===== config.mk =====
export PLATFORM = sky130hd
export DESIGN_NAME = debugger_uart_rx
export DESIGN_NICKNAME = d
export VERILOG_FILES = /design/src/rtl/debugger_uart_rx.sv
export SDC_FILE = /design/constraint.sdc
export NUM_CORES = 1
export LEC_CHECK = 0
export ABC_AREA = 1
export CORE_ASPECT_RATIO = 1.2
export CORE_MARGIN = 5
export CORE_UTILIZATION = 60
export CTS_CLUSTER_DIAMETER = 60
export CTS_CLUSTER_SIZE = 14
export DETAILED_ROUTE_END_ITERATION = 6
export GPL_ROUTABILITY_DRIVEN = 0
export PLACE_DENSITY = 0.77
export SLEW_MARGIN = 10
export SYNTH_ARGS = -nofsm -noshare
export SYNTH_HDL_FRONTEND = slang
export SYNTH_SLANG_ARGS = --single-unit

===== constraint.sdc =====
create_clock -name CLK -period 2.2 [get_ports CLK]
set_input_delay 0.22 -clock CLK [delete_from_list [all_inputs] [get_ports CLK]]
set_output_delay 0.22 -clock CLK [all_outputs]
set_load 0.02 [all_outputs]

===== src/rtl/debugger_uart_rx.sv =====
// debugger_uart_rx
//   Receive half of the debugger UART. The asynchronous RXD pin is synchronised, 8N1 frames are
//   deframed with a 16x oversampling FSM (majority vote of samples 7/8/9 in each bit period) and
//   good bytes are queued in a small FIFO. Framing and overrun faults are sticky flags.
//
// Ports
//   CLK        in   system clock
//   RESET_n    in   asynchronous active-low reset
//   RXD_PIN    in   serial input, idle high, asynchronous to CLK
//   READY      out  FIFO non-empty; DATA holds the oldest byte
//   DATA       out  head-of-FIFO byte, valid while READY=1 (holds last value otherwise)
//   READ       in   consumer read strobe; accepted, no effect on state
//   CLEAR      in   consumer release; a rising edge pops one byte
//   FRAME_ERR  out  sticky: a stop bit was sampled low
//   OVERRUN    out  sticky: a byte arrived while the FIFO was full
//   ERR_CLR    in   one-cycle pulse clearing FRAME_ERR and OVERRUN
module debugger_uart_rx #(
    parameter int unsigned CLK_FREQ = 27_000_000,
    parameter int unsigned BAUD     = 115_200,
    parameter int unsigned DEPTH    = 16
) (
    input  logic       CLK,
    input  logic       RESET_n,
    input  logic       RXD_PIN,
    output logic       READY,
    output logic [7:0] DATA,
    input  logic       READ,
    input  logic       CLEAR,
    output logic       FRAME_ERR,
    output logic       OVERRUN,
    input  logic       ERR_CLR
);

    // Oversample divider, rounded to nearest; never below 1.
    localparam int unsigned DIV_RAW = (CLK_FREQ + BAUD * 8) / (BAUD * 16);
    localparam int unsigned DIV     = (DIV_RAW < 1) ? 1 : DIV_RAW;
    localparam int unsigned DIV_W   = (DIV > 1) ? $clog2(DIV) : 1;
    localparam int unsigned AW      = $clog2(DEPTH);
    localparam int unsigned PW      = AW + 1;

    typedef enum logic [1:0] {StIdle, StStart, StData, StStop} rx_state_e;

    // ------------------------------------------------------------------
    // Input synchroniser; both stages reset to idle-high so no false start bit follows reset.
    // ------------------------------------------------------------------
    logic rx_meta_q, rx_sync_q;

    always_ff @(posedge CLK or negedge RESET_n) begin
        if (!RESET_n) begin
            rx_meta_q <= 1'b1;
            rx_sync_q <= 1'b1;
        end else begin
            rx_meta_q <= RXD_PIN;
            rx_sync_q <= rx_meta_q;
        end
    end

    // ------------------------------------------------------------------
    // 16x tick divider; restarted on entry to START so the sample points line up with the edge.
    // ------------------------------------------------------------------
    logic [DIV_W-1:0] div_cnt_q;
    logic             tick;
    logic             div_restart;

    assign tick = (div_cnt_q == DIV_W'(DIV - 1));

    always_ff @(posedge CLK or negedge RESET_n) begin
        if (!RESET_n) begin
            div_cnt_q <= '0;
        end else if (div_restart || tick) begin
            div_cnt_q <= '0;
        end else begin
            div_cnt_q <= div_cnt_q + DIV_W'(1);
        end
    end

    // ------------------------------------------------------------------
    // RX FSM
    // ------------------------------------------------------------------
    rx_state_e  state_q, state_d;
    logic [3:0] sub_q, sub_d;
    logic [2:0] bit_q, bit_d;
    logic [7:0] shift_q, shift_d;
    logic       s7_q, s7_d;
    logic       s8_q, s8_d;
    logic       maj;
    logic       push;
    logic       frame_evt;

    // Samples 7 and 8 are held; sample 9 is the live synced input on the sub-count-9 tick.
    assign maj = (s7_q & s8_q) | (s7_q & rx_sync_q) | (s8_q & rx_sync_q);

    always_ff @(posedge CLK or negedge RESET_n) begin
        if (!RESET_n) begin
            state_q <= StIdle;
            sub_q   <= '0;
            bit_q   <= '0;
            shift_q <= '0;
            s7_q    <= 1'b1;
            s8_q    <= 1'b1;
        end else begin
            state_q <= state_d;
            sub_q   <= sub_d;
            bit_q   <= bit_d;
            shift_q <= shift_d;
            s7_q    <= s7_d;
            s8_q    <= s8_d;
        end
    end

    always_comb begin
        state_d     = state_q;
        sub_d       = sub_q;
        bit_d       = bit_q;
        shift_d     = shift_q;
        s7_d        = s7_q;
        s8_d        = s8_q;
        div_restart = 1'b0;
        push        = 1'b0;
        frame_evt   = 1'b0;

        if (state_q != StIdle && tick) begin
            sub_d = sub_q + 4'd1;
            if (sub_q == 4'd7) s7_d = rx_sync_q;
            if (sub_q == 4'd8) s8_d = rx_sync_q;
        end

        unique case (state_q)
            StIdle: begin
                // Start detection runs every CLK, not just on ticks.
                if (!rx_sync_q) begin
                    state_d     = StStart;
                    sub_d       = '0;
                    div_restart = 1'b1;
                end
            end
            StStart: begin
                if (tick) begin
                    if (sub_q == 4'd9 && maj) begin
                        state_d = StIdle;
                    end else if (sub_q == 4'd15) begin
                        state_d = StData;
                        bit_d   = '0;
                    end
                end
            end
            StData: begin
                if (tick) begin
                    if (sub_q == 4'd9) shift_d = {maj, shift_q[7:1]};
                    if (sub_q == 4'd15) begin
                        if (bit_q == 3'd7) state_d = StStop;
                        else               bit_d   = bit_q + 3'd1;
                    end
                end
            end
            StStop: begin
                // Leave mid stop bit so a back-to-back start edge is not missed.
                if (tick && sub_q == 4'd9) begin
                    if (maj) push      = 1'b1;
                    else     frame_evt = 1'b1;
                    state_d = StIdle;
                end
            end
            default: state_d = StIdle;
        endcase
    end

    // ------------------------------------------------------------------
    // FIFO
    // ------------------------------------------------------------------
    logic [PW-1:0] wr_ptr_q, rd_ptr_q;
    logic [7:0]    mem_q [DEPTH];
    logic          empty, full;
    logic          clear_q;
    logic          pop;
    logic          push_ok;
    logic          overrun_evt;
    logic          ready_q;
    logic [7:0]    data_q;
    logic          read_unused;

    assign read_unused = READ;

    assign empty = (wr_ptr_q == rd_ptr_q);
    assign full  = (wr_ptr_q[AW] != rd_ptr_q[AW]) && (wr_ptr_q[AW-1:0] == rd_ptr_q[AW-1:0]);

    assign pop         = CLEAR && !clear_q && ready_q && !empty;
    // A pop in the same cycle frees the slot, so a push into a full FIFO still lands.
    assign push_ok     = push && (!full || pop);
    assign overrun_evt = push && full && !pop;

    always_ff @(posedge CLK) begin
        if (push_ok) mem_q[wr_ptr_q[AW-1:0]] <= shift_q;
    end

    always_ff @(posedge CLK or negedge RESET_n) begin
        if (!RESET_n) begin
            wr_ptr_q <= '0;
            rd_ptr_q <= '0;
            clear_q  <= 1'b0;
            ready_q  <= 1'b0;
            data_q   <= 8'h00;
        end else begin
            clear_q <= CLEAR;
            if (push_ok) wr_ptr_q <= wr_ptr_q + PW'(1);
            if (pop)     rd_ptr_q <= rd_ptr_q + PW'(1);
            ready_q <= !empty;
            if (!empty) data_q <= mem_q[rd_ptr_q[AW-1:0]];
        end
    end

    // ------------------------------------------------------------------
    // Sticky error flags; a same-cycle error beats ERR_CLR.
    // ------------------------------------------------------------------
    logic frame_err_q, overrun_q;

    always_ff @(posedge CLK or negedge RESET_n) begin
        if (!RESET_n) begin
            frame_err_q <= 1'b0;
            overrun_q   <= 1'b0;
        end else begin
            if (frame_evt)    frame_err_q <= 1'b1;
            else if (ERR_CLR) frame_err_q <= 1'b0;
            if (overrun_evt)  overrun_q   <= 1'b1;
            else if (ERR_CLR) overrun_q   <= 1'b0;
        end
    end

    assign READY     = ready_q;
    assign DATA      = data_q;
    assign FRAME_ERR = frame_err_q;
    assign OVERRUN   = overrun_q;

endmodule

==> summary.txt <==
Synthesis and place-and-route results.

- As reported, the later end of the worst-skew pair has a clock insertion delay of 0.43 ns.
- Buffers inserted to repair hold after CTS numbered 1.
- Looking at the critical path, the single cell with the biggest stage delay is dfrtp_1.
- The run finished with clean final reports.
- The type of element launching the critical path is a flip-flop.
- Warnings raised by the tools during the run amount to 33.
- Sorting the Yosys area breakdown by cell type puts at the top edfxtp_1.
- Summing all flip-flop and latch instances after layout gives 5030 µm².
- The area of the die is 15100 µm².
- The share of the Yosys chip area taken by registers is 0.660.
- Yosys stat counts 754 cells in the synthesized netlist.
- Gates resized during post-CTS repair numbered 0.
- Counting stages on the worst path, the most repeated cell is nand2_2.
- The number of different library cells used by synthesis comes to 32.
- The TritonCTS clock tree is built.
- On the worst path, the slowest cell contributes a delay of 0.39 ns.
- The count of buffers inserted at the top-level ports is 15.
- The HPWL after detailed placement is 10.6 mm.
- The per-instance average area after synthesis is 10.1 µm².
- The count of antenna-violating nets left after detailed routing is 0.
- The fraction of the mapped netlist area in simple logic gates is 0.239.
- The post-detailed-route via-to-cell ratio is 5.49.
- The design has 175 sequential cells.
- Synthesis produced a netlist whose cell count is 754.
- The synthesized netlist has a Yosys-reported chip area of 7610 µm².
- The fraction of final cell area spent on clock buffers and inverters in this run is 0.0624.
- The final timing report lists clock skew as 0.0110 ns.
- The maximum clock frequency is 485 MHz.
- Per the layout area report, the combinational fraction of cell area is 0.264.
- After synthesis, the most frequently instantiated cells are nand2_1 (281), edfxtp_1 (128), nor2_1 (74), nand3_1 (64), inv_1 (47).
- For the worst setup path, the data required time is 2.33 ns.
- From the final report, the count of setup violators was given as 0.
- The global-route wire length before repair is 26.4 mm.
- The static leakage power is 3.86 nW.
- Per STA, the worst path accumulates the most delay in the family simple AND/OR/NAND/NOR gates.
==> through the flow <==
stage	worst slack [ns]	util	instance area [µm²]	std cells	power [mW]
after detailed placement	0.129	0.641	8050	933	5.90
after global placement	0.175	0.641	8050	933	5.83
final	0.140	0.688	8640	967	8.59
after global routing	0.0225	0.688	8640	967	9.00
after floorplan	0.157	-	7610	754	5.25
after CTS	0.0732	0.685	8600	966	8.62
==> layer usage <==
metal	wire length, µm	GRT usage
met5	0	0
met4	535	0.102
met3	979	0.0441
met2	8510	0.393
met1	6310	0.283
==> cell usage in the layout, fill, tap and decap left out, drive strengths merged, types with 6 or more instances in the layout <==
cell,count
inv,57
nand3,67
edfxtp,128
clkdlybuf4s50,14
nor2,79
clkinv,8
nand2,287
a21oi,13
o21ai,16
ha,12
clkbuf,20
buf,29
xor2,7
xnor2,6
dfrtp,43
==> state kept, by name, summed over array words and instances (netlist names), 3 cells and up, named ones only <==
name / cells
bit_q: 3
sub_q: 4
DATA: 8
mem_q: 128
shift_q: 8
rd_ptr_q: 5
div_cnt_q: 4
wr_ptr_q: 5
==> final timing paths <==
check / cells past startpoint / end / startpoint / slack (ns)
worst min register to register: 0 / rx_sync_q / rx_meta_q / 0.36
worst min-delay path: 1 / rx_meta_q / RXD_PIN / 0.20
min in group asynchronous: 2 / async pin / RESET_n / 0.38
worst max-delay path: 11 / mem_q[5][3] / div_cnt_q[0] / 0.14
worst max register to register: 11 / mem_q[5][3] / div_cnt_q[0] / 0.14
max in group asynchronous: 3 / DATA[7] / RESET_n / 1.12
==> power by group through the flow <==
stage,clock [mW],sequential (mW),combinational [mW]
floorplan,0,3.86,1.39
global placement,0,3.78,2.05
detailed placement,0,3.79,2.11
CTS,2.78,3.72,2.12
global route,2.93,3.73,2.33
finish,2.74,3.72,2.13
Fig. 1: the metal 1 layer
The bar under the picture is 20 µm long. Supply wires on this layer in grey.
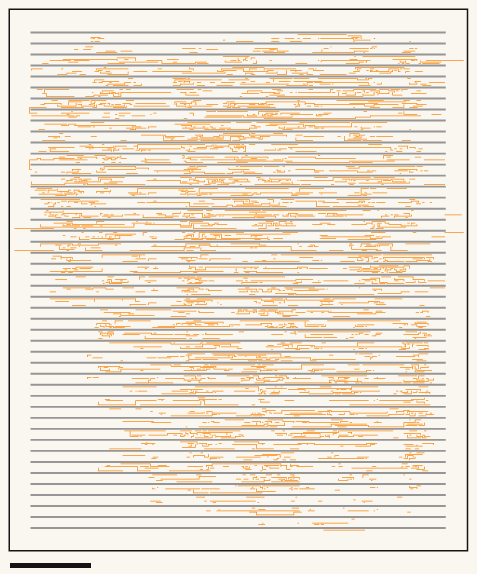
share of all routed wire: 39%
nets with wire on the layer: 744
wire length on this layer: 6310 µm
longest straight run: 25.3 µm
detailed-route via count: 5305
Post-Route WL: 16.3 mm
met1 Use GR: 0.283

Fig. 2: met2 routing
The bar under the picture is 20 µm long.
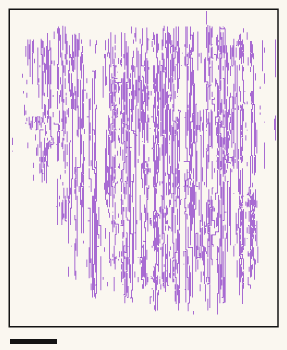
share of all routed wire: 52%
longest straight run: 60.9 µm
wire length on this layer: 8510 µm
nets with wire on the layer: 639
main direction: vertical
global routing usage on met2: 0.393

Fig. 3: metal 3
Cells faint in the background.
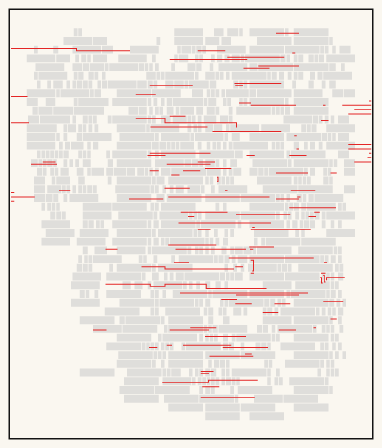
share of all routed wire: 6.0%
wire length on this layer: 979 µm
longest straight run: 39.6 µm
global routing met3 resource utilization: 0.0441

Fig. 4: met4 routing
The bar under the picture is 20 µm long. Supply wires on this layer in grey.
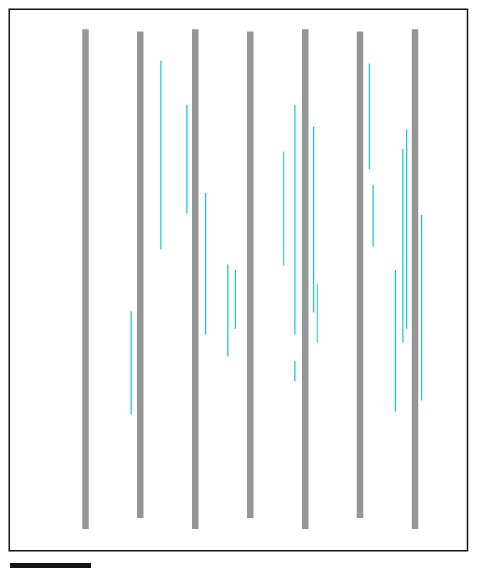
nets with wire on the layer: 14
main direction: vertical

Fig. 5: routing congestion map
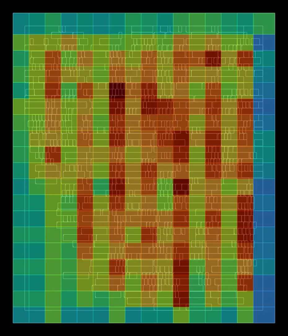
wire length per cell after detailed routing: 16.9 µm
routing layer with the top usage in global route: met2
utilization after layout: 0.688

Power and IR drop assume default switching activity.
